<file path="config.mk">
export PLATFORM = sky130hd
export DESIGN_NAME = pcpi_nibble_sequencer_flat
export DESIGN_NICKNAME = d
export VERILOG_FILES = /design/src/rtl/pcpi_nibble_sequencer_if.sv /design/src/rtl/pcpi_nibble_sequencer.sv /design/src/flat_wrapper.sv
export SDC_FILE = /design/constraint.sdc
export NUM_CORES = 1
export LEC_CHECK = 0
export ABC_CLOCK_PERIOD_IN_PS = 2200
export CORE_MARGIN = 1
export CORE_UTILIZATION = 23
export CTS_BUF_LIST = sky130_fd_sc_hd__clkbuf_4
export DETAILED_ROUTE_END_ITERATION = 12
export GPL_ROUTABILITY_DRIVEN = 0
export SYNTH_ARGS = -nofsm -noshare
export SYNTH_HDL_FRONTEND = slang
export SYNTH_SLANG_ARGS = --single-unit
</file>
<file path="constraint.sdc">
create_clock -name clk -period 2.2 [get_ports clk]
set_clock_uncertainty 0.05 [all_clocks]
set_input_delay 0.44 -clock clk [delete_from_list [all_inputs] [get_ports clk]]
set_output_delay 0.44 -clock clk [all_outputs]
set_load 0.01 [all_outputs]
</file>
<file path="src/rtl/pcpi_nibble_sequencer_if.sv">
// Bundle of host nibble port, PCPI handshake and result stream signals.
// slave: the sequencer side. master: host pins plus coprocessor side.
interface pcpi_nibble_sequencer_if #(
  parameter int NIBBLES = 8
);
  logic                 nib_valid;
  logic [3:0]           nib_data;
  logic                 busy;
  logic                 pcpi_valid;
  logic [4*NIBBLES-1:0] pcpi_insn;
  logic                 pcpi_ready;
  logic                 pcpi_wait;
  logic                 pcpi_wr;
  logic [4*NIBBLES-1:0] pcpi_rd;
  logic                 res_valid;
  logic [3:0]           res_nib;
  logic                 res_ack;
  logic                 done;
  logic                 timeout_err;

  modport slave (
    input  nib_valid, nib_data, pcpi_ready, pcpi_wait, pcpi_wr, pcpi_rd, res_ack,
    output busy, pcpi_valid, pcpi_insn, res_valid, res_nib, done, timeout_err
  );

  modport master (
    output nib_valid, nib_data, pcpi_ready, pcpi_wait, pcpi_wr, pcpi_rd, res_ack,
    input  busy, pcpi_valid, pcpi_insn, res_valid, res_nib, done, timeout_err
  );
endinterface

</file>
<file path="src/rtl/pcpi_nibble_sequencer.sv">
// Nibble-serial host port to 32-bit PCPI sequencer: assembles an instruction, runs the
// valid/ready handshake, streams the result back. Optional watchdog: PCPI_TIMEOUT_EN.
module pcpi_nibble_sequencer #(
  parameter int NIBBLES        = 8,
  parameter int TIMEOUT_CYCLES = 16
) (
  input  logic                        clk,
  input  logic                        rst,
  pcpi_nibble_sequencer_if.slave      bus,
  output logic [1:0]                  dbg_state
);
  localparam int W     = 4 * NIBBLES;
  localparam int IDX_W = (NIBBLES > 1) ? $clog2(NIBBLES) : 1;
  localparam logic [IDX_W-1:0] LAST = IDX_W'(NIBBLES - 1);

  typedef enum logic [1:0] {IDLE, LOAD, ISSUE, OUT} state_e;

  state_e           state_q, state_d;
  logic [IDX_W-1:0] idx_q, idx_d;
  logic [W-1:0]     insn_q, insn_d;
  logic [W-1:0]     result_q, result_d;
  logic             pcpi_valid_q, pcpi_valid_d;
  logic             done_q, done_d;
  logic             nib_valid_q, nib_valid_d;
  logic             res_ack_q, res_ack_d;
  logic             nib_edge, ack_edge;

`ifdef PCPI_TIMEOUT_EN
  localparam int CNT_W = $clog2(TIMEOUT_CYCLES + 1);
  logic [CNT_W-1:0] cnt_q, cnt_d;
  logic             timeout_err_q, timeout_err_d;
`else
  logic             unused_wait;
  assign unused_wait = bus.pcpi_wait;
`endif

  // Handshake: pcpi_valid holds from the cycle after the last nibble until the cycle after
  // pcpi_ready is sampled; host strobes are edge-detected so a held level counts once.
  assign nib_edge = bus.nib_valid & ~nib_valid_q;
  assign ack_edge = bus.res_ack & ~res_ack_q;

  always_comb begin
    state_d      = state_q;
    idx_d        = idx_q;
    insn_d       = insn_q;
    result_d     = result_q;
    pcpi_valid_d = pcpi_valid_q;
    done_d       = 1'b0;
    nib_valid_d  = bus.nib_valid;
    res_ack_d    = bus.res_ack;
`ifdef PCPI_TIMEOUT_EN
    cnt_d         = cnt_q;
    timeout_err_d = timeout_err_q;
`endif
    case (state_q)
      IDLE: begin
        if (nib_edge) begin
          insn_d[3:0] = bus.nib_data;
          idx_d       = IDX_W'(1);
          state_d     = LOAD;
`ifdef PCPI_TIMEOUT_EN
          timeout_err_d = 1'b0;
`endif
        end
      end
      LOAD: begin
        if (nib_edge) begin
          insn_d[{idx_q, 2'b00} +: 4] = bus.nib_data;
          if (idx_q == LAST) begin
            pcpi_valid_d = 1'b1;
            idx_d        = '0;
            state_d      = ISSUE;
`ifdef PCPI_TIMEOUT_EN
            cnt_d = '0;
`endif
          end else begin
            idx_d = idx_q + IDX_W'(1);
          end
        end
      end
      ISSUE: begin
        if (bus.pcpi_ready) begin
          pcpi_valid_d = 1'b0;
          if (bus.pcpi_wr) begin
            result_d = bus.pcpi_rd;
            state_d  = OUT;
          end else begin
            done_d  = 1'b1;
            state_d = IDLE;
          end
        end
`ifdef PCPI_TIMEOUT_EN
        // Ready beats the limit: only reached when ready is low this cycle.
        else if (bus.pcpi_wait) begin
          cnt_d = '0;
        end else if (cnt_q == CNT_W'(TIMEOUT_CYCLES - 1)) begin
          pcpi_valid_d  = 1'b0;
          timeout_err_d = 1'b1;
          done_d        = 1'b1;
          state_d       = IDLE;
        end else begin
          cnt_d = cnt_q + CNT_W'(1);
        end
`endif
      end
      OUT: begin
        if (ack_edge) begin
          if (idx_q == LAST) begin
            idx_d   = '0;
            done_d  = 1'b1;
            state_d = IDLE;
          end else begin
            idx_d = idx_q + IDX_W'(1);
          end
        end
      end
      default: state_d = IDLE;
    endcase
  end

  always_ff @(posedge clk) begin
    if (rst) begin
      state_q      <= IDLE;
      idx_q        <= '0;
      insn_q       <= '0;
      result_q     <= '0;
      pcpi_valid_q <= 1'b0;
      done_q       <= 1'b0;
      nib_valid_q  <= 1'b0;
      res_ack_q    <= 1'b0;
    end else begin
      state_q      <= state_d;
      idx_q        <= idx_d;
      insn_q       <= insn_d;
      result_q     <= result_d;
      pcpi_valid_q <= pcpi_valid_d;
      done_q       <= done_d;
      nib_valid_q  <= nib_valid_d;
      res_ack_q    <= res_ack_d;
    end
  end

`ifdef PCPI_TIMEOUT_EN
  always_ff @(posedge clk) begin
    if (rst) begin
      cnt_q         <= '0;
      timeout_err_q <= 1'b0;
    end else begin
      cnt_q         <= cnt_d;
      timeout_err_q <= timeout_err_d;
    end
  end
  assign bus.timeout_err = timeout_err_q;
`else
  assign bus.timeout_err = 1'b0;
`endif

  assign bus.busy       = (state_q != IDLE);
  assign bus.pcpi_valid = pcpi_valid_q;
  assign bus.pcpi_insn  = insn_q;
  assign bus.res_valid  = (state_q == OUT);
  assign bus.res_nib    = (state_q == OUT) ? result_q[{idx_q, 2'b00} +: 4] : 4'h0;
  assign bus.done       = done_q;
  assign dbg_state      = state_q;
endmodule

</file>
<file path="src/flat_wrapper.sv">
// flat-port wrapper written by rule: the top's interface ports become plain ports
module pcpi_nibble_sequencer_flat 
#(
  parameter int NIBBLES        = 8,
  parameter int TIMEOUT_CYCLES = 16
)
  (clk, rst, dbg_state, bus_nib_valid, bus_nib_data, bus_pcpi_ready, bus_pcpi_wait, bus_pcpi_wr, bus_pcpi_rd, bus_res_ack, bus_busy, bus_pcpi_valid, bus_pcpi_insn, bus_res_valid, bus_res_nib, bus_done, bus_timeout_err);
  pcpi_nibble_sequencer_if #(.NIBBLES(NIBBLES)) bus_i ();
  input  logic clk;
  input  logic rst;
  output logic [1:0] dbg_state;
  input wire logic [$bits(bus_i.nib_valid)-1:0] bus_nib_valid;
  input wire logic [$bits(bus_i.nib_data)-1:0] bus_nib_data;
  input wire logic [$bits(bus_i.pcpi_ready)-1:0] bus_pcpi_ready;
  input wire logic [$bits(bus_i.pcpi_wait)-1:0] bus_pcpi_wait;
  input wire logic [$bits(bus_i.pcpi_wr)-1:0] bus_pcpi_wr;
  input wire logic [$bits(bus_i.pcpi_rd)-1:0] bus_pcpi_rd;
  input wire logic [$bits(bus_i.res_ack)-1:0] bus_res_ack;
  output wire logic [$bits(bus_i.busy)-1:0] bus_busy;
  output wire logic [$bits(bus_i.pcpi_valid)-1:0] bus_pcpi_valid;
  output wire logic [$bits(bus_i.pcpi_insn)-1:0] bus_pcpi_insn;
  output wire logic [$bits(bus_i.res_valid)-1:0] bus_res_valid;
  output wire logic [$bits(bus_i.res_nib)-1:0] bus_res_nib;
  output wire logic [$bits(bus_i.done)-1:0] bus_done;
  output wire logic [$bits(bus_i.timeout_err)-1:0] bus_timeout_err;
  assign bus_i.nib_valid = bus_nib_valid;
  assign bus_i.nib_data = bus_nib_data;
  assign bus_i.pcpi_ready = bus_pcpi_ready;
  assign bus_i.pcpi_wait = bus_pcpi_wait;
  assign bus_i.pcpi_wr = bus_pcpi_wr;
  assign bus_i.pcpi_rd = bus_pcpi_rd;
  assign bus_i.res_ack = bus_res_ack;
  assign bus_busy = bus_i.busy;
  assign bus_pcpi_valid = bus_i.pcpi_valid;
  assign bus_pcpi_insn = bus_i.pcpi_insn;
  assign bus_res_valid = bus_i.res_valid;
  assign bus_res_nib = bus_i.res_nib;
  assign bus_done = bus_i.done;
  assign bus_timeout_err = bus_i.timeout_err;
  pcpi_nibble_sequencer #(.NIBBLES(NIBBLES), .TIMEOUT_CYCLES(TIMEOUT_CYCLES)) u_core (.clk(clk), .rst(rst), .bus(bus_i), .dbg_state(dbg_state));
endmodule
</file>
Fig. 1: run 1, port wiring
Bar = 20 µm.
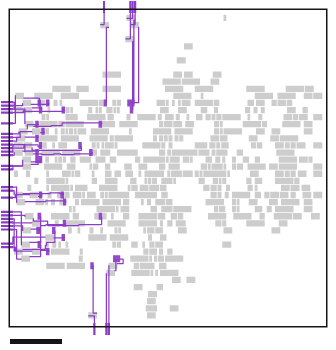
port	colour	direction	end cells	wire
bus_pcpi_rd	purple	input	32	711 µm

Fig. 2: run 1, signal wires on met2
Bar = 20 µm.
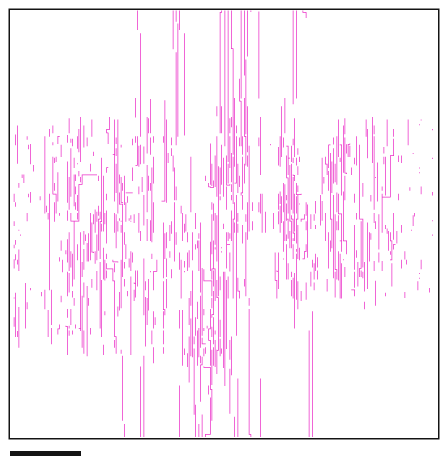
wire length on this layer	4430 µm
main direction	vertical
share of all routed wire	49%
longest straight run	42.8 µm
nets with wire on the layer	434

Fig. 3: run 1, sequential cells coloured by netlist name
Other sequential cells in the stronger grey, the rest of the logic in the fainter grey.
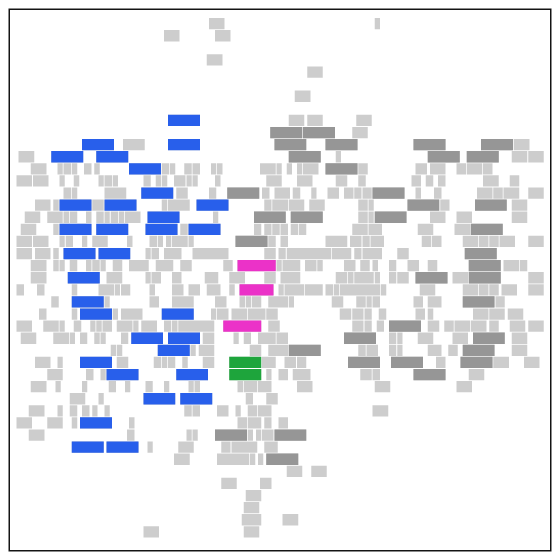
signal	colour	sequential cells
u_core.idx_q	magenta	3
u_core.result_q	blue	32
u_core.dbg_state	green	2
not coloured	36

Fig. 4: run 1, placed standard cells
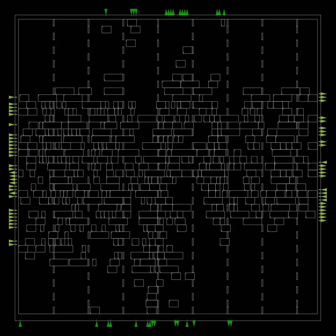
Core Util, Final: 0.331
number of sequential cells: 73
core area: 0.0139 mm²
Non-Filler Instances: 659
Seq/total area: 0.320

==> CHANGELOG.md, run 1 <==
### Metrics

* Status: complete, no violations
* Top cells by count: 75 x nand2_1, 73 x dfxtp_1, 39 x a21oi_1
* Initial antenna violation count at 0
* Mux area share at 0.121
* Complex Gates by Area at 0.126
* Synth flops at 73
* P_comb at ~0.34 mW
* Max_cap viols at 0
* Cells in synth_stat.txt at ~380
* Setup Fix Bufs, Post-CTS at 6
* CP Class: reg2reg
* HPWL after DPL at around 6.6 mm
* PwrDens at approximately 520 mW/mm²
* Inst Count DP at 637
* Initial drt markers at between 90 and 100
* Critical path arrival at 2.39 ns
* Critical-path top delay cell: o41a_1
* GR Util met1 at 0.151
* Top logic cells by instance count in the layout: 77 x clkdlybuf4s50_1, 73 x nand2_1, 70 x dfxtp_1
* Seq. cell area at about 0.0015 mm²
* Critical-path cell list: buf_4 -> buf_4 -> inv_1 -> ha_1 -> ha_4 -> nand2b_4 -> o41a_1 -> o21ai_1 -> a21oi_1
* H-tree levels at 3
* Adder share at 0.0229
* Layout cells sized above 1 at 0.146
* Max Clk Rate at between 0.4 and 0.5 GHz
* # hold bufs at CTS at 0
* Largest stage delay on the critical path at around 0.42 ns
* Post-synthesis async set-or-reset flop share at 0
* Count leader, synth: nand2_1
* Worst endpoint required time at ~2.5 ns
* M2 GR Usage at 0.218
* TritonCTS Buffers at 9
* Sequential share of power at 0.566
* Die Ht at roughly 120 µm
* Switching part of the total power at 0.260
* Ys Warns at 0
* Met2 wire len at approximately 4.4 mm
* Vias/cell at approximately 4.5
* Simple-Gate Area Share at 0.235
* P&R area growth vs syn at 40.2%
* Hold Crit Endpoint: u_core.bus.pcpi_insn[31]
* Overall Global Routing Usage at 0.126
* Worst vdd ir at 0.276 mV
* Largest net degree at the start of global routing at 34
* Vias in the first global route at about 3000
* Post-synth EDFFs at 0
* CP Depth at 9
* Synth Seq Share at 0.446
* Clock sinks at ~73
* Pre-CTS worst setup slack at -0.0131 ns
* Grt met3 use at 0.0428
* Xor+xnor area frac at 0.00267
* Clk_lat worst skew at 0.42 ns
* Routed wl met3 at between 400 and 500 µm
* Count of endpoints failing setup in the final report at 0
* MI comb area at between 0.0015 and 0.002 mm²
* Via count at 2951
* Post-layout min period at 2.13 ns
* Post-CTS sizing at 28
* Count of plain and timing-repair buffers at 109
* Multi-input gates at 274
* OpenROAD warning count at 31
* Top routing layer used: met4
* Number of non-clock inverters in the layout at 7
* Main flop type: dfxtp_1
* HP Class: in2reg
* Crit path to: u_core.bus.pcpi_insn[0]
* Floorplan Nets at between 400 and 500
* Clock power share at 0.289
* CP max FO at 4
* Crit path from: u_core.idx_q[1]
* Die ar. at roughly 0.015 mm²
* Setup slack after layout at between 0.07 and 0.08 ns
* NetSw at roughly 0.6 mW
* Slew Limit Fails at 0
* Pre-antenna DRT Iters at 6
* Routed WL per cell at ~14 µm
* Tap Count at 180
* Bufs and invs on worst path at 3
* Cell family with the largest share of critical-path delay: AND-OR/OR-AND gates
* Chip width at between 100 and 150 µm
* CTS max path bufs at 2
* Final net count at about 520
* Final hold slack at 0.342 ns
* Overall power at around 2.4 mW
* Clock Power at just under 0.7 mW
* Synth top area share at 0.446
* Main logic family: simple AND/OR/NAND/NOR gates
* Lkg Pwr at roughly 1.6 nW
* Final WL at 9.00 mm
* RSZ-0062 raised after global routing: true
* Clock-cell share at 0.0229
* Fin Setup TNS at 0 ns
* N_diodes at 0
* Leading power group: registers
* Final Hold Violating Endpoints at 0
* Reg-to-reg startpoint: u_core.idx_q[1]
* Comb area share at 0.378
* Yosys stat area at 0.00328 mm²
* Cell taking the most area after synthesis: dfxtp_1
* Number of clock buffers in the layout at 11
* Worst-path clk slew at ~0.11 ns
* Worst hold start: rst
* Worst r2r path cells at 9
* Gate Count Post-Synth at 381
* Post-layout period usage of the worst path at 0.966
* Cell Area, Synth at 0.00328 mm²
* Most frequent logic cell in the layout: clkdlybuf4s50_1
* Root Buffer: clkbuf_4
* ANT nets after route at 0
* Num rows at 43
* Residual DRC count at 0
* Number of port buffers at 83
* P_seq at between 1 and 1.5 mW
* Cell mode on critical path: buf_4
* CP endpoint kind: flip-flop
* Reg2reg setup slack at between 0.07 and 0.08 ns
* Hold Path Stages at 2
* Global-route wire length before repair at approximately 14 mm
* GR peak layer: met2
* Pint at about 1.8 mW
* M1 WL at 4.06 mm
* Ports at between 80 and 90
* Top post-synthesis cells by area: dfxtp_1 45%, mux2i_1 10%, nand2_1 8.6%, a21oi_1 6.0%, nand2b_1 4.0%
* Synth cell types at ~40
* CP Launch Type: flip-flop
* GRT overflow at 0
* Final instance area at ~0.0046 mm²
* # fillers at around 1500
* Placed cell area at between 0.004 and 0.005 mm²
* NonClk Buf Share at 0.224
* Gate power share at 0.145
* Largest cell class: logic gates
* Worst flop-to-flop path endpoint: u_core.bus.pcpi_insn[0]
* CTS tree: built
* Post-Syn Area per Cell at 8.60 µm²
* Initial Util at 0.236
Fig. 5: run 1, signal wires by layer
Two of the layers only.
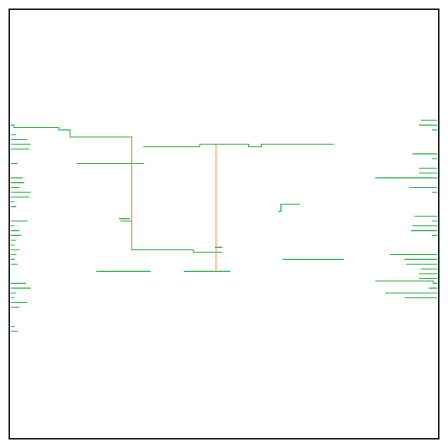

--- run 2 (diff from run 1) ---
--- a/config.mk
+++ b/config.mk
@@ -11,6 +11,7 @@
 export CTS_BUF_LIST = sky130_fd_sc_hd__clkbuf_4
 export DETAILED_ROUTE_END_ITERATION = 12
 export GPL_ROUTABILITY_DRIVEN = 0
+export PLACE_DENSITY = 0.45
 export SYNTH_ARGS = -nofsm -noshare
 export SYNTH_HDL_FRONTEND = slang
 export SYNTH_SLANG_ARGS = --single-unit
Fig. 6: run 2, signal wires by layer
Two of the layers only.
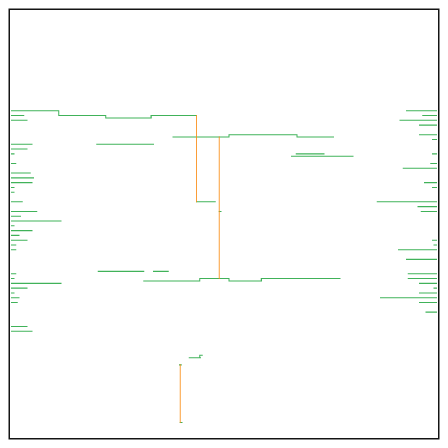
layer	colour	wire length
metal 3	green	492 µm
metal 4	orange	80.9 µm

==> run 2 against run 1 <==
  * Routed wire length fell by 0.80%
  * Largest cell class unchanged
  * Hold slack improved by 0.039 ns
  * Power rose by 5.4%
  * Largest power group unchanged
  * First-iteration DRC count rose by 10%
  * Critical path depth fell by 4
==> CHANGELOG.md, run 2 <==
### Metrics

* Status: complete, no violations
* Synth Seq Share at 0.446 (unchanged)
* Critical path arrival at 1.68 ns (-0.71 ns)
* Top logic cells by instance count in the layout: 78 x clkdlybuf4s50_1, 72 x nand2_1, 68 x dfxtp_1
* # fillers at 1446 (-0.82%)
* Pre-CTS worst setup slack at 0.0135 ns (+0.0266 ns)
* GRT overflow at 0 (unchanged)
* TritonCTS Buffers at 9 (unchanged)
* Root Buffer: clkbuf_4
* Grt met3 use at 0.0432 (+0.000470)
* Tap Count at 180 (unchanged)
* Core area at 0.0139 mm² (unchanged)
* Adder share at 0.0229 (unchanged)
* Routed wl met3 at 491 µm (+12%)
* Number of non-clock inverters in the layout at 7 (unchanged)
* Ports at 86 (unchanged)
* Main logic family: simple AND/OR/NAND/NOR gates
* PwrDens at 537 mW/mm² (+4.0%)
* CP Launch Type: flip-flop
* Met2 wire len at 4.17 mm (-6.0%)
* Largest cell class: logic gates
* Setup slack after layout at 0.0268 ns (-0.0476 ns)
* Bufs and invs on worst path at 2 (-1)
* Seq/total area at 0.315 (-0.00483)
* Die Ht at 121 µm (unchanged)
* M2 GR Usage at 0.210 (-0.00888)
* Cell Area, Synth at 0.00328 mm² (unchanged)
* Initial antenna violation count at 0 (unchanged)
* P_comb at 0.355 mW (+3%)
* Hold Crit Endpoint: u_core.bus.pcpi_insn[1]
* Worst flop-to-flop path endpoint: u_core.bus.pcpi_insn[1]
* Max_cap viols at 0 (unchanged)
* CTS tree: built
* Main flop type: dfxtp_1
* Vias in the first global route at 2881 (-3.3%)
* Count of plain and timing-repair buffers at 110 (+0.92%)
* Gate Count Post-Synth at 381 (unchanged)
* Cell taking the most area after synthesis: dfxtp_1
* Post-Syn Area per Cell at 8.60 µm² (unchanged)
* Seq. cell area at 0.00147 mm² (-0.17%)
* NetSw at 0.644 mW (+4.2%)
* ANT nets after route at 0 (unchanged)
* Chip width at 121 µm (unchanged)
* Largest net degree at the start of global routing at 34 (unchanged)
* Clk_lat worst skew at 0.42 ns (about the same)
* Switching part of the total power at 0.257 (-0.00285)
* Crit path from: u_core.idx_q[0]
* Overall power at 2.50 mW (+5.4%)
* Number of clock buffers in the layout at 9 (-2)
* Count leader, synth: nand2_1
* GR Util met1 at 0.153 (+0.00238)
* Synth top area share at 0.446 (unchanged)
* OpenROAD warning count at 32 (+3.2%)
* Post-CTS sizing at 25 (-11%)
* Non-Filler Instances at 660 (+0.15%)
* Fin Setup TNS at 0 ns (unchanged)
* Cell family with the largest share of critical-path delay: multiplexers
* CP max FO at 6 (+2)
* M1 WL at 4.18 mm (+3.0%)
* Setup Fix Bufs, Post-CTS at 7 (+1)
* Max Clk Rate at 0.460 GHz (-2.2%)
* Synth flops at 73 (unchanged)
* HP Class: in2reg
Fig. 7: run 2, signal wires on met2
Bar = 20 µm.
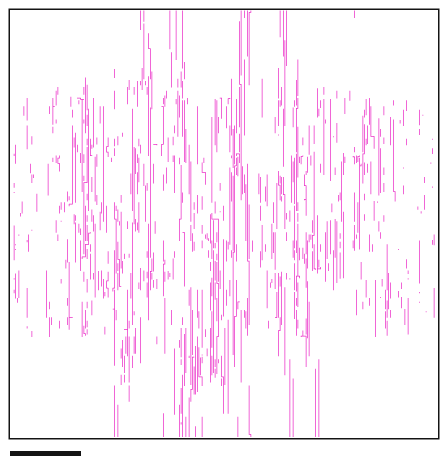
main direction	vertical
wire length on this layer	4170 µm
longest straight run	42.5 µm

--- run 3 (diff from run 2) ---
--- a/config.mk
+++ b/config.mk
@@ -10,7 +10,6 @@
 export CORE_UTILIZATION = 23
 export CTS_BUF_LIST = sky130_fd_sc_hd__clkbuf_4
 export DETAILED_ROUTE_END_ITERATION = 12
-export GPL_ROUTABILITY_DRIVEN = 0
 export PLACE_DENSITY = 0.45
 export SYNTH_ARGS = -nofsm -noshare
 export SYNTH_HDL_FRONTEND = slang
Fig. 8: run 3, placed standard cells
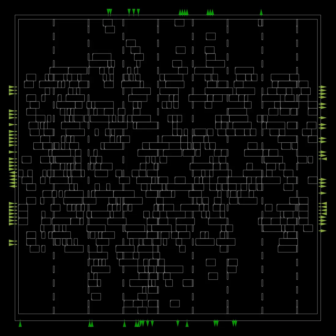
Non-Filler Instances: 660
# fillers: 1446
Core Util, Final: 0.336

Fig. 9: run 3, port wiring
Bar = 20 µm.
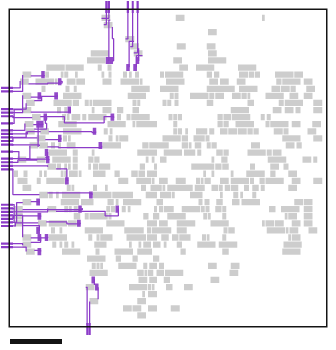
port	colour	direction	end cells	wire
bus_pcpi_rd	purple	input	32	676 µm

==> run 3 against run 2 <==
  * Die size did not move
  * Non-clock buffer count did not move
  * Sequential power barely moved
  * Register-to-register slack barely moved
  * Global-route usage did not move
  * Combinational power barely moved
  * Flip-flop count did not move
  * Critical endpoint unchanged
  * Largest cell class unchanged
  * Largest power group unchanged
==> CHANGELOG.md, run 3 <==
### Metrics

* Status: complete, no violations
* HP Class: in2reg
* OpenROAD warning count at 32 (unchanged)
* Die Ht at 121 µm (unchanged)
* TritonCTS Buffers at 9 (unchanged)
* Worst hold start: rst
* Setup Fix Bufs, Post-CTS at 7 (unchanged)
* Gate power share at 0.142
* Cell taking the most area after synthesis: dfxtp_1
* Largest net degree at the start of global routing at 34 (unchanged)
* Top routing layer used: met4
* Ys Warns at 0
* Vias/cell at around 4.4
* Number of non-clock inverters in the layout at 7 (unchanged)
* Max_cap viols at 0 (unchanged)
* MI comb area at 0.00174 mm²
* Lkg Pwr at 1.63 nW
* Main logic family: simple AND/OR/NAND/NOR gates
* Floorplan Nets at between 400 and 500
* P_seq at ~1.3 mW
* Vias in the first global route at 2881 (unchanged)
* Number of sequential cells at about 73
* Post-synth EDFFs at 0
* Num rows at between 40 and 50
* Post-synthesis async set-or-reset flop share at 0
* GRT overflow at 0 (unchanged)
* Fin Setup TNS at 0 ns (unchanged)
* M1 WL at 4.18 mm (unchanged)
* Xor+xnor area frac at 0.00267
* Worst flop-to-flop path endpoint: u_core.bus.pcpi_insn[1]
* Count of plain and timing-repair buffers at 110 (unchanged)
* N_diodes at 0
* Synth cell types at 40
* PwrDens at 537 mW/mm² (unchanged)
* Final Hold Violating Endpoints at 0
* Crit path from: u_core.idx_q[0]
* Main flop type: dfxtp_1
* Number of port buffers at 83
* Clock Power at about 0.80 mW
* Worst-path clk slew at about 0.11 ns
* Hold Path Stages at 2
* Bufs and invs on worst path at 2 (unchanged)
* M2 GR Usage at 0.210 (unchanged)
* Post-Syn Area per Cell at 8.60 µm² (unchanged)
* Critical path arrival at 1.68 ns (about the same)
* Clock power share at 0.321
* Placed cell area at approximately 0.0044 mm²
* Adder share at 0.0229 (unchanged)
* Final WL at ~9 mm
* Met2 wire len at 4.17 mm (unchanged)
* Cells in synth_stat.txt at about 380
* Max Clk Rate at 0.460 GHz (unchanged)
* Worst endpoint required time at roughly 1.7 ns
* Pre-antenna DRT Iters at 4
* CP Launch Type: flip-flop
* NonClk Buf Share at 0.229
* P&R area growth vs syn at 42.1%
* Top logic cells by instance count in the layout: 78 x clkdlybuf4s50_1, 72 x nand2_1, 68 x dfxtp_1
* Cell family with the largest share of critical-path delay: multiplexers
* Grt met3 use at 0.0432 (unchanged)
* Critical-path top delay cell: mux4_2
* Seq. cell area at 0.00147 mm² (unchanged)
* Chip width at 121 µm (unchanged)
* Mux area share at 0.121
* Count leader, synth: nand2_1
* Initial Util at 0.236
* Residual DRC count at 0
* Gate Count Post-Synth at 381 (unchanged)
* Tap Count at 180 (unchanged)
* CTS tree: built
* Via count at between 2000 and 3000
* Core area at 0.0139 mm² (unchanged)
* Overall Global Routing Usage at 0.125
* H-tree levels at 3
* Initial antenna violation count at 0 (unchanged)
* Setup slack after layout at 0.0268 ns (unchanged)
* Yosys stat area at approximately 0.0033 mm²
* GR Util met1 at 0.153 (unchanged)
* Complex Gates by Area at 0.126
* Post-CTS sizing at 25 (unchanged)
* Cell Area, Synth at 0.00328 mm² (unchanged)
* Top cells by count: 75 x nand2_1, 73 x dfxtp_1, 39 x a21oi_1
* Pre-CTS worst setup slack at 0.0135 ns (unchanged)
* Synth flops at 73 (unchanged)
* Final instance area at ~0.0047 mm²
* Global-route wire length before repair at 14.2 mm
* P_comb at 0.355 mW (about the same)
* Routed WL per cell at around 14 µm
* Count of endpoints failing setup in the final report at 0
* Reg-to-reg startpoint: u_core.idx_q[0]
* CP max FO at 6 (unchanged)
* Sequential share of power at 0.537
* Synth top area share at 0.446 (unchanged)
* CP Class: reg2out
* # hold bufs at CTS at 0
* Ports at 86 (unchanged)
* Synth Seq Share at 0.446 (unchanged)
* Clock sinks at approximately 73
* Most frequent logic cell in the layout: clkdlybuf4s50_1
* Routed wl met3 at 491 µm (unchanged)
* Leading power group: registers
* Seq/total area at 0.315 (unchanged)
* Largest stage delay on the critical path at around 0.51 ns
* Pint at about 1.9 mW
* Clk_lat worst skew at 0.42 ns (about the same)
* Largest cell class: logic gates
* Initial drt markers at ~110
* Overall power at 2.50 mW (unchanged)
* Crit path to: bus_res_nib[2]
* CP endpoint kind: output pin
* Clock-cell share at 0.0277
* Worst r2r path cells at 9
* NetSw at 0.644 mW (unchanged)
* Post-layout period usage of the worst path at 0.988
* Critical-path cell list: buf_12 -> mux4_2 -> nand2_2 -> a21oi_4 -> buf_6
* CP Depth at 5
* Top post-synthesis cells by area: dfxtp_1 45%, mux2i_1 10%, nand2_1 8.6%, a21oi_1 6.0%, nand2b_1 4.0%
* Switching part of the total power at 0.257 (unchanged)
* Hold Crit Endpoint: u_core.bus.pcpi_insn[1]
* ANT nets after route at 0 (unchanged)
* Root Buffer: clkbuf_4
* Number of clock buffers in the layout at 9 (unchanged)
Power and IR drop assume default switching activity.
